registers.png
(4 px per um) Other sequential cells in the stronger gray, the rest of the logic in the fainter gray.
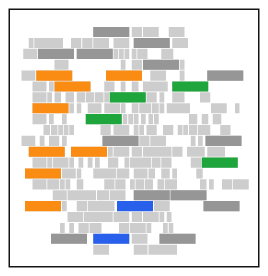
port_nets.png
(8 px per um)
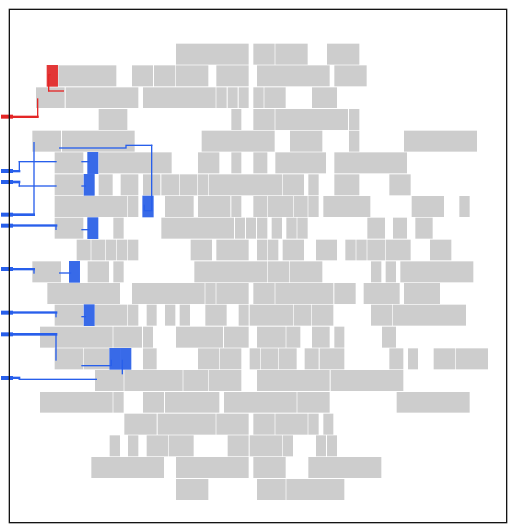
final_placement.png
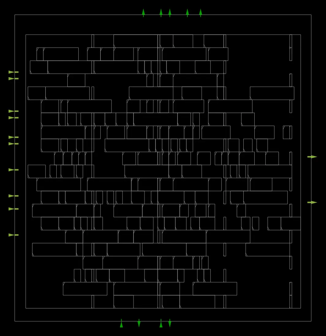
cell_classes.png
(4 px per um)
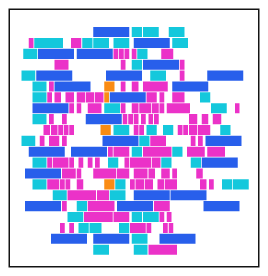
clock_map.png
(4 px per um)
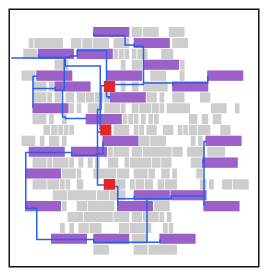
--- src/rtl/seq_frame_ctrl.sv ---
// Frame controller: accepts a parallel frame, streams it out LSB-first and
// counts runs of two or more consecutive 1s, reporting via done/aborted pulses.
module seq_frame_ctrl #(
   parameter int unsigned WIDTH = 8,
   parameter int unsigned CNT_W = 4
) (
   input  logic             clk,
   input  logic             rst,
   input  logic             start,
   input  logic [WIDTH-1:0] frame,
   input  logic             abort,
   output logic             ready,
   output logic             data_out,
   output logic             data_valid,
   output logic             done,
   output logic [CNT_W-1:0] run_count,
   output logic             aborted
);

   localparam int unsigned BitW = $clog2(WIDTH + 1);

   typedef enum logic [1:0] {StIdle, StShift, StReport} state_e;

   state_e           state_q, state_d;
   logic [WIDTH-1:0] sreg_q, sreg_d;
   logic [BitW-1:0]  bit_cnt_q, bit_cnt_d;
   logic             prev_q, prev_d;
   logic             in_run_q, in_run_d;
   logic [CNT_W-1:0] cnt_q, cnt_d;
   logic [CNT_W-1:0] run_count_q, run_count_d;
   logic             valid_q, valid_d;
   logic             done_q, done_d;
   logic             aborted_q, aborted_d;

   always_ff @(posedge clk or posedge rst) begin
      if (rst) begin
         state_q <= StIdle;
      end else begin
         state_q <= state_d;
      end
   end

   always_ff @(posedge clk or posedge rst) begin
      if (rst) begin
         sreg_q      <= '0;
         bit_cnt_q   <= '0;
         prev_q      <= 1'b0;
         in_run_q    <= 1'b0;
         cnt_q       <= '0;
         run_count_q <= '0;
         valid_q     <= 1'b0;
         done_q      <= 1'b0;
         aborted_q   <= 1'b0;
      end else begin
         sreg_q      <= sreg_d;
         bit_cnt_q   <= bit_cnt_d;
         prev_q      <= prev_d;
         in_run_q    <= in_run_d;
         cnt_q       <= cnt_d;
         run_count_q <= run_count_d;
         valid_q     <= valid_d;
         done_q      <= done_d;
         aborted_q   <= aborted_d;
      end
   end

   always_comb begin
      state_d     = state_q;
      sreg_d      = sreg_q;
      bit_cnt_d   = bit_cnt_q;
      prev_d      = prev_q;
      in_run_d    = in_run_q;
      cnt_d       = cnt_q;
      run_count_d = run_count_q;
      valid_d     = valid_q;
      done_d      = 1'b0;
      aborted_d   = 1'b0;

      unique case (state_q)
         StIdle: begin
            if (start) begin
               sreg_d    = frame;
               bit_cnt_d = '0;
               prev_d    = 1'b0;
               in_run_d  = 1'b0;
               cnt_d     = '0;
               valid_d   = 1'b1;
               state_d   = StShift;
            end
         end
         StShift: begin
            if (abort) begin
               // Clearing sreg keeps data_out quiet while idle after an abort
               sreg_d      = '0;
               valid_d     = 1'b0;
               run_count_d = '0;
               aborted_d   = 1'b1;
               state_d     = StIdle;
            end else begin
               sreg_d    = sreg_q >> 1;
               bit_cnt_d = bit_cnt_q + 1'b1;
               prev_d    = sreg_q[0];
               if (sreg_q[0]) begin
                  if (prev_q && !in_run_q) begin
                     cnt_d    = cnt_q + 1'b1;
                     in_run_d = 1'b1;
                  end
               end else begin
                  in_run_d = 1'b0;
               end
               if (bit_cnt_q == BitW'(WIDTH - 1)) begin
                  valid_d     = 1'b0;
                  done_d      = 1'b1;
                  run_count_d = cnt_d;
                  state_d     = StReport;
               end
            end
         end
         StReport: begin
            state_d = StIdle;
         end
         default: begin
            state_d = StIdle;
         end
      endcase
   end

   assign ready      = (state_q == StIdle);
   assign data_out   = sreg_q[0];
   assign data_valid = valid_q;
   assign done       = done_q;
   assign run_count  = run_count_q;
   assign aborted    = aborted_q;

endmodule

--- config.mk ---
export PLATFORM = sky130hd
export DESIGN_NAME = seq_frame_ctrl
export DESIGN_NICKNAME = d
export VERILOG_FILES = /design/src/rtl/seq_frame_ctrl.sv
export SDC_FILE = /design/constraint.sdc
export NUM_CORES = 1
export LEC_CHECK = 0
export ABC_AREA = 1
export ABC_CLOCK_PERIOD_IN_PS = 1300
export CAP_MARGIN = 20
export CORE_AREA = 2 2 60 62
export CTS_CLUSTER_SIZE = 20
export DETAILED_ROUTE_END_ITERATION = 6
export DIE_AREA = 0 0 62 64
export SLEW_MARGIN = 10
export SYNTH_ARGS = -nofsm -noshare
export SYNTH_HDL_FRONTEND = slang
export SYNTH_SLANG_ARGS = --single-unit
--- constraint.sdc ---
create_clock -name clk -period 1.3 [get_ports clk]
set_clock_uncertainty 0.1 [all_clocks]
set_input_delay 0.39 -clock clk [delete_from_list [all_inputs] [get_ports clk]]
set_output_delay 0.39 -clock clk [all_outputs]
set_load 0.02 [all_outputs]
==> impl_summary.log <==
[report] extracting results
[metrics] Tightest Pin Transition: 0.3086 ns
[metrics] post-cts repair resize count: ~64
[metrics] CP top delay family: flip-flops
[metrics] worst path setup slack after routing: -0.1865 ns
[metrics] proportion of power drawn by flip-flops and latches: 46.9%
[metrics] top logic cell by instance count in the layout: sky130_fd_sc_hd__nand2_1
[metrics] register bit total from synthesis: 27
[metrics] library cells used by synthesis: 27
[metrics] synthesized area: 1299 um2
[metrics] Die W: 62 um
[metrics] First-pass DRT Iterations: 4
[metrics] relative contribution of combinational cells to total power: 37.2%
[metrics] Iter 0 DRT Violations: 38
[metrics] area after detailed placement: 1683 um2
[metrics] remaining global-route overflow: 0
[metrics] number of max-capacitance violations reported: 0
[metrics] data arrival time of the worst path: 1.00 ns
[metrics] area share of and-or/or-and cells after synthesis: under 10%
[metrics] switching power summed over all nets: 780.8 uW
[metrics] total number of nets in the final design: just over 200
[metrics] hold buffer count at cts: 0
[metrics] total via count in the routed design: 1073
[metrics] clock tree from TritonCTS: built
[metrics] count of library flops with an enable pin: 0
[metrics] total internal power: around 1500 uW
[metrics] final weighted congestion of routability-driven global placement: 0.8656
[metrics] tool warning count: 28
[metrics] Yosys top cell area share: 52.02%
[metrics] most frequent cell after synthesis: sky130_fd_sc_hd__nand2_1
[metrics] Max H-tree Level: 1
[metrics] critical path peak fanout: 2
[metrics] Synth async-reset ratio: 100.0%
[metrics] most instantiated flip-flop cell in the synthesis netlist: sky130_fd_sc_hd__dfrtp_1
[metrics] crit path kind: flop to output pin
[metrics] gate count of the mapped netlist: roughly 140
[metrics] Leak Pwr: about 0.00093 uW
[metrics] Worst setup EP type: output pin
[metrics] clock period minus final worst setup slack: 1.487 ns
[metrics] power of the combinational group: ~850 uW
[metrics] GR Util All Layers: 14.87%
[metrics] Post-synth top cells: 43 x sky130_fd_sc_hd__nand2_1, 27 x sky130_fd_sc_hd__dfrtp_1, 12 x sky130_fd_sc_hd__inv_1
[metrics] Top area cell types: sky130_fd_sc_hd__dfrtp_1 52%, sky130_fd_sc_hd__nand2_1 12%, sky130_fd_sc_hd__nand3_1 4.2%
[metrics] share of cell area taken by muxes after synthesis: less than 1%
[metrics] critical register-to-register path endpoint: cnt_q[0]
[metrics] critical path launch point type: flop
[metrics] cells along the critical path: nor2_4, buf_6
[metrics] yosys simple share: between 30% and 40%
[metrics] starting utilization of the core area: 39.54%
[metrics] routed length per placed instance: approximately 12 um
[metrics] total negative slack: -3.457 ns
[metrics] setup repair after global routing missed its margin: yes
[metrics] maximum number of pins on one net before global-route repair: 28
[metrics] max-slew violations: 0
[metrics] Post CTS Setup Buffer Count: 3
[metrics] area reported by Yosys stat: between 1000 and 1500 um2
[metrics] CTS buffer count: 3
[metrics] DRC violations left: 0
[metrics] R2R setup slack: -0.17 ns
[metrics] syn_nets: 153
[metrics] Final Routed Wirelength: 2.746 mm
[metrics] hold violation count in the final report: 0
[metrics] DIE AREA: roughly 4000 um2
[metrics] Antenna Violating Nets Remaining: 0
[metrics] register area share after synthesis: 52.02%
[metrics] sinks on the clock net: 27
[metrics] half-perimeter wire length after placement: ~1.9 mm
[metrics] Net Sw Frac: 34.06%
[metrics] final cycle utilization of the critical path: 114.3%
[metrics] failing checks: setup timing
[metrics] number of antenna violations at the first check in global routing: 0
[metrics] main logic family after synthesis: simple AND/OR/NAND/NOR gates
[metrics] number of global-route vias before repair: 1053
[metrics] number of buffers between clock root and the deepest sink: 2
[metrics] layout cell share with drive strength beyond 1: roughly two fifths
[metrics] first-pass GRT wire length: ~4.4 mm
[metrics] count of cell instances traversed by the critical path: 2
[metrics] dominant power group: sequential cells
[metrics] XOR/XNOR Fraction of Synth Area: 0.6744%
[metrics] power density over the cells: 1182 nW/um2
[metrics] mean area per synthesized cell: 9.343 um2
[metrics] RR Startpoint: state_q[0]
[metrics] buffer type at the clock tree root: sky130_fd_sc_hd__clkbuf_4
[metrics] Synth area leader: sky130_fd_sc_hd__dfrtp_1
[metrics] Crit path required time: between 0.8 and 0.9 ns
[metrics] run status: complete, but fails checks
[metrics] largest stage delay on the critical path: roughly 0.43 ns
[metrics] min-delay worst type: input pin to async pin
[metrics] count of instantiated cells in the yosys netlist: 139
[metrics] Syn-to-layout area delta: 49.33%
[metrics] cell at the slowest stage of the critical path: sky130_fd_sc_hd__dfrtp_1
[metrics] Adder-Cell Fraction of Synth Area: 1.927%
[metrics] achievable frequency: ~670 MHz
[metrics] normalized max-slew margin: between 70% and 80%
[metrics] routed vias/inst: around 4.5
[metrics] clock-pin slew on the worst setup and hold paths: about 0.14 ns
[metrics] setup-violating endpoint count in the final report: 34
[metrics] yosys warning tally: 0
[metrics] height of the chip: 64 um
[metrics] antenna diode instance count: 0
[metrics] Critical path buffers and inverters: 1
[metrics] depth of the worst register-to-register path: 8
[metrics] peak supply drop: between 0.5 and 0.6 mV
[metrics] highest-count cells in the layout ignoring fill and taps: 38 x sky130_fd_sc_hd__nand2_1, 27 x sky130_fd_sc_hd__dfrtp_1, 20 x sky130_fd_sc_hd__buf_4
Back to the opening pictures, registers.png:
cnt_q -> green  # flops 4
sreg_q -> orange  # flops 8
state_q -> blue  # flops 2
not colored = 13
P_seq: 1070 uW
footprint of the flip-flops and latches: 675.6 um2
sequential share of cell area: 34.84%
core occupancy in the finished layout: 59.05%

Back to the opening pictures, port_nets.png:
rst -> red  # bits 1, direction input, edge west, end cells 1, buffers 1, wire 9.30 um
frame -> blue  # bits 8, direction input, edge west, end cells 8, buffers 8, wire 89.3 um
number of I/O pins: 21
Port Buf Inserts: 20

Back to the opening pictures, final_placement.png:
Floorplan Core Area: 3284 um2
non-filler cells in the finished layout: 236
FFs & Latches: 27
tap cell count: 46

Back to the opening pictures, cell_classes.png:
other buffers and delay cells -> cyan  # cells 47, share of their area 24%
flip-flops -> blue  # cells 27, share of their area 36%
all other logic -> magenta  # cells 112, share of their area 39%
clock drivers and dummy loads -> orange  # cells 4, share of their area 1.4%
# rows: 21
final non-filler cell area: 1939 um2

Back to the opening pictures, clock_map.png:
cells driving clock nets -> red  # count 3
clock wires -> blue  # length 336 um
flip-flops -> purple  # count 27
flops lie = spread over the die
routed clock nets = 4
clock share of power: 15.9%
source-to-sink clock delay at the later pin of the worst-skew pair: 0.32 ns
power consumed by the clock network: 365 uW

## area by class of cell
| cell class | count | area (um2) |
|---|---|---|
| timing repair buffer | 47 | 447.9 |
| tap | 46 | 57.56 |
| inverter | 15 | 78.83 |
| clock buffer | 4 | 26.28 |
| multi-input combinational | 96 | 644.4 |
| timing repair inverter | 1 | 8.758 |
| fill | 289 | 1345 |
| sequential | 27 | 675.6 |
## per-stage QoR
stage	hold slack [ns]	instances	setup slack (ns)	util [%]	power, uW
after detailed placement	0.3661	220	-0.3888	51.24	1753
final	0.2737	236	-0.1865	59.05	2292
after CTS	0.2749	226	-0.2020	53.71	2151
after global placement	0.3652	220	-0.3734	51.24	1745
after floorplan	0.3427	139	0.002604	-	1472
after global routing	0.2952	236	-0.2722	59.05	2450
## how the worst max path moves through the flow
stage,startpoint,end,slack (ns)
2_1_floorplan,bit_cnt_q[0],run_count[3],0.003
6_report,state_q[1],ready,-0.19
3_5_place_dp,abort,run_count[0],-0.39
3_3_place_gp,abort,cnt_q[0],-0.37
4_1_cts,state_q[0],ready,-0.20
5_1_grt,state_q[0],cnt_q[2],-0.27
## state kept, by name, indices dropped and copies added, names as in the netlist
| name | count |
|---|---|
| aborted | 1 |
| bit_cnt_q | 4 |
| cnt_q | 4 |
| data_valid | 1 |
| done | 1 |
| in_run_q | 1 |
| prev_q | 1 |
| run_count | 4 |
| sreg_q | 8 |
| state_q | 2 |
## routing by layer
metal  part of all wire [%]  wire length, um  vias to the layer above  global-route usage, %
li1                       -                -                      550                      -
met5                      0                0                        -                      0
met4                    1.2               34                        0                  5.851
met2                     50             1365                       18                  22.53
met1                     46             1252                      501                  20.54
met3                    3.4               94                        4                  2.834
Power is estimated from default activity; no workload was simulated.
